final_clocks.png
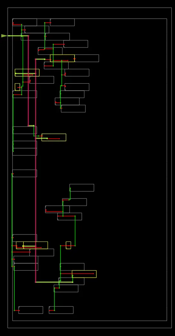
wire_density.png
Scale bar: 20 um. 12 x 24 tiles, from white (low) to dark blue (high), scaled to the fullest tile. Values are wire area over tile area, all layers added.
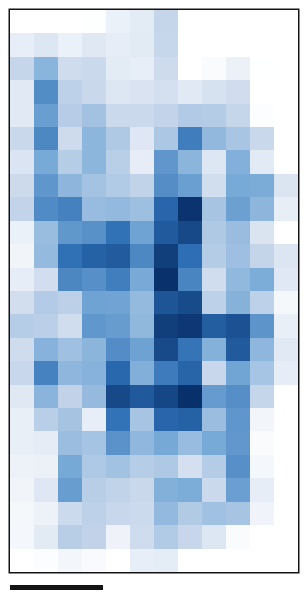
[src/rtl/tlc_phase_scheduler.sv]
// tlc_phase_scheduler
//   Round-robin phase scheduler for an N-phase intersection. One phase at a
//   time holds the right-of-way. Each grant runs through the sequence
//   GREEN -> YELLOW -> ALLRED, and then either re-grants or drops to IDLE.
//   Sensor requests are latched into a pending vector. Green timing enforces
//   min-green, max-green (applied only while another phase waits) and gap-out.
//
// Ports
//   clk        clock
//   reset      asynchronous, active-low reset
//   req        raw phase sensors, one bit per phase
//   green      green lamp per phase (one-hot or zero)
//   yellow     yellow lamp per phase (one-hot or zero)
//   cur_phase  phase currently or last served
//   busy       high in GREEN, YELLOW and ALLRED
//   pre_req    (TLC_PREEMPT_EN only) preemption request
//   pre_phase  (TLC_PREEMPT_EN only) phase the preemption wants served
//
// Build option
//   TLC_PREEMPT_EN : adds the preemption ports and behaviour. When it is left
//                    undefined, the scheduler is purely round-robin.
//
// The FSM state register is `state`, of type state_t. green, yellow and busy
// are registered. They are decoded from the next state and the next phase,
// so they always match state and cur_phase.
module tlc_phase_scheduler #(
  parameter int N_PHASES  = 5,
  parameter int MIN_GREEN = 3,
  parameter int MAX_GREEN = 10,
  parameter int GAP       = 5,
  parameter int YELLOW    = 2,
  parameter int ALLRED    = 1
) (
  input  logic                          clk,
  input  logic                          reset,
  input  logic [N_PHASES-1:0]           req,
`ifdef TLC_PREEMPT_EN
  input  logic                          pre_req,
  input  logic [$clog2(N_PHASES)-1:0]   pre_phase,
`endif
  output logic [N_PHASES-1:0]           green,
  output logic [N_PHASES-1:0]           yellow,
  output logic [$clog2(N_PHASES)-1:0]   cur_phase,
  output logic                          busy
);

  localparam int PW   = $clog2(N_PHASES);
  localparam int M1   = (MAX_GREEN > GAP) ? MAX_GREEN : GAP;
  localparam int M2   = (YELLOW > ALLRED) ? YELLOW : ALLRED;
  localparam int CMAX = (M1 > M2) ? M1 : M2;
  localparam int CW   = $clog2(CMAX + 1);

  localparam logic [CW-1:0]       ONE_C = CW'(1);
  localparam logic [CW-1:0]       MIN_C = CW'(MIN_GREEN);
  localparam logic [CW-1:0]       MAX_C = CW'(MAX_GREEN);
  localparam logic [CW-1:0]       GAP_C = CW'(GAP);
  localparam logic [CW-1:0]       YEL_C = CW'(YELLOW);
  localparam logic [CW-1:0]       AR_C  = CW'(ALLRED);
  localparam logic [N_PHASES-1:0] ONE_N = N_PHASES'(1);

  typedef enum logic [1:0] {IDLE, GREEN, YELLOW_S, ALLRED_S} state_t;

  state_t              state, nstate;
  logic [N_PHASES-1:0] pending, cand, own_mask, set_mask, clr_mask, nmask;
  logic [CW-1:0]       green_ctr, gap_ctr, tmr;
  logic [PW-1:0]       win, gphase;
  logic                other, green_exit, grant;

  // This function returns the first set bit of c, searching from cur+1
  // upward with wrap-around. cur itself is visited last. The loop runs
  // backwards, so the closest hit in round-robin order is the last one
  // assigned.
  function automatic logic [PW-1:0] rr_pick(input logic [N_PHASES-1:0] c,
                                            input logic [PW-1:0] cur);
    logic [PW-1:0] pick;
    logic [PW-1:0] ii;
    pick = cur;
    for (int k = N_PHASES; k >= 1; k--) begin
      ii = PW'((int'(cur) + k) % N_PHASES);
      if (c[ii]) pick = ii;
    end
    return pick;
  endfunction

`ifdef TLC_PREEMPT_EN
  // This register remembers the preemption target across YELLOW and ALLRED.
  // The target is then served even if pre_req has dropped by that time.
  logic          pre_hold;
  logic [PW-1:0] pre_tgt;

  always_ff @(posedge clk or negedge reset) begin
    if (!reset) begin
      pre_hold <= 1'b0;
      pre_tgt  <= '0;
    end else if (grant) begin
      pre_hold <= 1'b0;
    end else if (state == GREEN && pre_req && pre_phase != cur_phase) begin
      pre_hold <= 1'b1;
      pre_tgt  <= pre_phase;
    end
  end
`endif

  always_comb begin
    own_mask   = ONE_N << cur_phase;
    cand       = pending | req;
    win        = rr_pick(cand, cur_phase);
    other      = |(pending & ~own_mask);
    green_exit = (green_ctr >= MIN_C) &&
                 ((other && (green_ctr >= MAX_C)) || (gap_ctr >= GAP_C));
`ifdef TLC_PREEMPT_EN
    // Preemption overrides all green timing. A foreign target forces an exit.
    // The target's own green holds.
    if (pre_req) green_exit = (pre_phase != cur_phase);
`endif
    nstate = state;
    grant  = 1'b0;
    gphase = cur_phase;
    case (state)
      IDLE: begin
`ifdef TLC_PREEMPT_EN
        if (pre_req) begin
          grant  = 1'b1;
          gphase = pre_phase;
        end else
`endif
        if (|cand) begin
          grant  = 1'b1;
          gphase = win;
        end
      end
      GREEN:    if (green_exit) nstate = YELLOW_S;
      YELLOW_S: if (tmr >= YEL_C) nstate = ALLRED_S;
      ALLRED_S: begin
        if (tmr >= AR_C) begin
`ifdef TLC_PREEMPT_EN
          if (pre_hold) begin
            grant  = 1'b1;
            gphase = pre_tgt;
          end else
`endif
          if (|cand) begin
            grant  = 1'b1;
            gphase = win;
          end else begin
            nstate = IDLE;
          end
        end
      end
      default: nstate = IDLE;
    endcase
    if (grant) nstate = GREEN;
    // The phase that is currently green does not latch its own request.
    set_mask = (state == GREEN) ? (req & ~own_mask) : req;
    clr_mask = grant ? (ONE_N << gphase) : '0;
    nmask    = ONE_N << gphase;
  end

  always_ff @(posedge clk or negedge reset) begin
    if (!reset) begin
      state     <= IDLE;
      pending   <= '0;
      green_ctr <= '0;
      gap_ctr   <= '0;
      tmr       <= '0;
      cur_phase <= PW'(N_PHASES - 1);
      green     <= '0;
      yellow    <= '0;
      busy      <= 1'b0;
    end else begin
      state   <= nstate;
      pending <= (pending | set_mask) & ~clr_mask;   // clear beats set
      if (grant) begin
        cur_phase <= gphase;
        green_ctr <= ONE_C;
        gap_ctr   <= '0;
      end else if (state == GREEN) begin
        if (green_ctr < MAX_C) green_ctr <= green_ctr + ONE_C;
        if (req[cur_phase])    gap_ctr   <= '0;
        else if (gap_ctr < GAP_C) gap_ctr <= gap_ctr + ONE_C;
      end
      // tmr counts 1..YELLOW and 1..ALLRED. It restarts on every state change.
      if (nstate != state)                            tmr <= ONE_C;
      else if (state == YELLOW_S || state == ALLRED_S) tmr <= tmr + ONE_C;
      green  <= (nstate == GREEN)    ? nmask : '0;
      yellow <= (nstate == YELLOW_S) ? nmask : '0;
      busy   <= (nstate != IDLE);
    end
  end

endmodule

[config.mk]
export PLATFORM = sky130hd
export DESIGN_NAME = tlc_phase_scheduler
export DESIGN_NICKNAME = d
export VERILOG_FILES = /design/src/rtl/tlc_phase_scheduler.sv
export SDC_FILE = /design/constraint.sdc
export NUM_CORES = 1
export LEC_CHECK = 0
export ABC_AREA = 1
export CORE_ASPECT_RATIO = 2
export CORE_MARGIN = 1.5
export CORE_UTILIZATION = 50
export CTS_CLUSTER_SIZE = 30
export DETAILED_ROUTE_END_ITERATION = 10
export GPL_ROUTABILITY_DRIVEN = 0
export GPL_TIMING_DRIVEN = 1
export HOLD_SLACK_MARGIN = 0.05
export PLACE_DENSITY = 0.69
export SETUP_SLACK_MARGIN = 0.15
export SYNTH_ARGS = -nofsm -noshare
export SYNTH_HDL_FRONTEND = slang
export SYNTH_SLANG_ARGS = --single-unit
[constraint.sdc]
create_clock -name clk -period 7.2 [get_ports clk]
set_clock_uncertainty 0.2 [all_clocks]
set_input_delay 1.08 -clock clk [delete_from_list [all_inputs] [get_ports clk]]
set_output_delay 1.08 -clock clk [all_outputs]
set_load 0.005 [all_outputs]
==> results.cfg <==
; physical design summary
[outcome]
outcome = finished clean

[grt]
antenna_found_initial = 0
grt_overflow_total = 0
track_usage_pct = 27.2
grt_max_degree = 34
grt_pass1_wl_mm = 15.1

[placement]
portBuffers = 20

[finish]
ff_latch_area_um2 = 827
comb_area_um2 = 2320
layout.nets = 576
diodes = 0
fillers = 659

[clock_tree]
clock_sinks = 33
cts_buffer_depth = 2
cts_setup_buffers = 0
cts_root_buf = clkbuf_16
cts_hold_buffers = 0
cts_tree = yes
clk_pin_slew_ns = 0.05
clk_latency_ns = 0.28

[logic_synthesis]
yosysSeqAreaShare_pct = 23.7
ys_cells = 506
syn_inst = 506
edf_count = 0
syn_area_per_cell_um2 = 6.89
ys_chip_area_um2 = 3490
synth-seq-cells = 33
synth.distinct_cells = 41
netlist_area_um2 = 3490

[floorplan]
fp.dieW_um = 62.1
core-area_um2 = 6670
die-height_um = 121
rows = 42
fp_util_pct = 52.3
chipArea_um2 = 7520

[setup_path]
crit_path_end_kind = register
crit_required_ns = 7.21
path_buffers = 3
worst-path-max-fanout = 14
max_stage_delay_ns = 0.69
critical_path_class = reg2reg
rrSetupSlack_ns = 1.89
critical_path_arrival_ns = 5.31
crit_slowest_cell = dfrtp_1

[sta]
relSlewSlack_pct = 60.6
period_minus_slack_ns = 5.31
finalHoldWorstSlack_ns = 0.333
hold_violations = 0
min_period_over_period_pct = 73.7
fmax_mhz = 188
setup_tns_ns = 0

[hold_path]
min_path_type = reg2reg

[route]
drt_wl_total_mm = 9.15
dr.pass1.iters = 6
ant_nets = 0
initialDrtViolationCount = 155
wl_per_cell_um = 14.9
vias = 3369
viasPerCell = 5.47

[power]
Notes on final_clocks.png above:
flip-flop and latch count: 33
clkbuf count: 5

Notes on wire_density.png above:
The fullest tile reaches 0.60. The emptiest ninth of the die: top right. 14% of the tiles are nearly empty. The densest ninth of the die: middle. 24% of the tiles are over half the peak. The mean over all tiles is 0.20.

[cells in the mapped netlist, types with 2 or more instances]
master / count / area share, %
nor2_1: 49 / 5.3
or2_2: 3 / 0.54
nand2_1: 107 / 12
dfrtp_1: 32 / 23
nand3_2: 11 / 3.2
o21ai_1: 4 / 0.57
xor2_1: 8 / 2.0
buf_6: 2 / 0.65
ha_1: 42 / 15
o41ai_1: 2 / 0.50
nand4_1: 9 / 1.6
nor3_1: 6 / 0.86
buf_2: 3 / 0.43
a21oi_1: 17 / 2.4
nor2_2: 2 / 0.36
o21ai_0: 22 / 3.2
nand3b_1: 2 / 0.43
inv_1: 69 / 7.4
o31ai_1: 5 / 1.1
nand3_1: 59 / 8.5
xnor2_1: 2 / 0.50
o21bai_1: 3 / 0.65
nand2_4: 4 / 1.3
nand2_2: 17 / 3.0
inv_2: 7 / 0.75
clkbuf_1: 3 / 0.32
o211ai_1: 2 / 0.43
[worst register-to-register path: cells and delay by family (launching register included)]
kind | cells | cell delay [ns]
flops | 1 | 0.69
compound gates | 1 | 0.06
fa+ha+maj | 4 | 1.16
simple gates | 20 | 2.33
xor+xnor | 1 | 0.33
buf+inv | 3 | 0.45
[cell type report]
cell class / instances / share of cell area, %
Timing Repair Buffer: 22 / 5.51
Sequential cell: 33 / 21.2
Multi-Input combinational cell: 388 / 59.4
Tap cell: 88 / 2.82
Inverter: 77 / 7.46
Clock buffer: 5 / 3.20
Clock inverter: 3 / 0.448
[per-stage QoR]
| step | util [%] | instances | setup slack, ns | instance area [um2] |
|---|---|---|---|---|
| 2_1_floorplan | - | 506 | 2.82 | 3490 |
| 3_3_place_gp | 56.4 | 608 | 2.19 | 3760 |
| 3_5_place_dp | 56.4 | 608 | 1.99 | 3760 |
| 4_1_cts | 58.5 | 616 | 1.96 | 3910 |
| 5_1_grt | 58.5 | 616 | 1.47 | 3910 |
| 6_report | 58.5 | 616 | 1.89 | 3910 |
[registers in the layout, summed over array words and instances, names as in the netlist]
name       flops
gap_ctr        4
pending        5
green_ctr      4
busy           1
state          2
yellow         5
tmr            4
cur_phase      3
green          5
[routing by layer]
layer / vias to the layer above / part of all wire, % / track usage [%]
li1: 1684 / - / -
met1: 1571 / 34 / 26.0
met2: 75 / 57 / 49.5
met3: 39 / 2.7 / 3.20
met4: 0 / 6.2 / 17.8
met5: - / 0 / 0
[logic make-up after synthesis]
logic type	count (synthesis)	synth area share (%)
AND/OR/NAND/NOR	273	37.9
buffers and inverters	85	9.76
adder cells (fa/ha/maj)	42	15.1
XOR/XNOR	11	2.98
AND-OR/OR-AND	62	10.6
flip-flops	33	23.7
[path summary, 6_finish.rpt]
kind	cells past startpoint	from	to
worst min-delay path	2	gap_ctr[3]	gap_ctr[3]
worst min register to register	2	gap_ctr[3]	gap_ctr[3]
max in group asynchronous	2	reset	cur_phase[2]
worst max-delay path	29	cur_phase[1]	green[0]
min in group asynchronous	2	reset	green[2]
worst max register to register	29	cur_phase[1]	green[0]
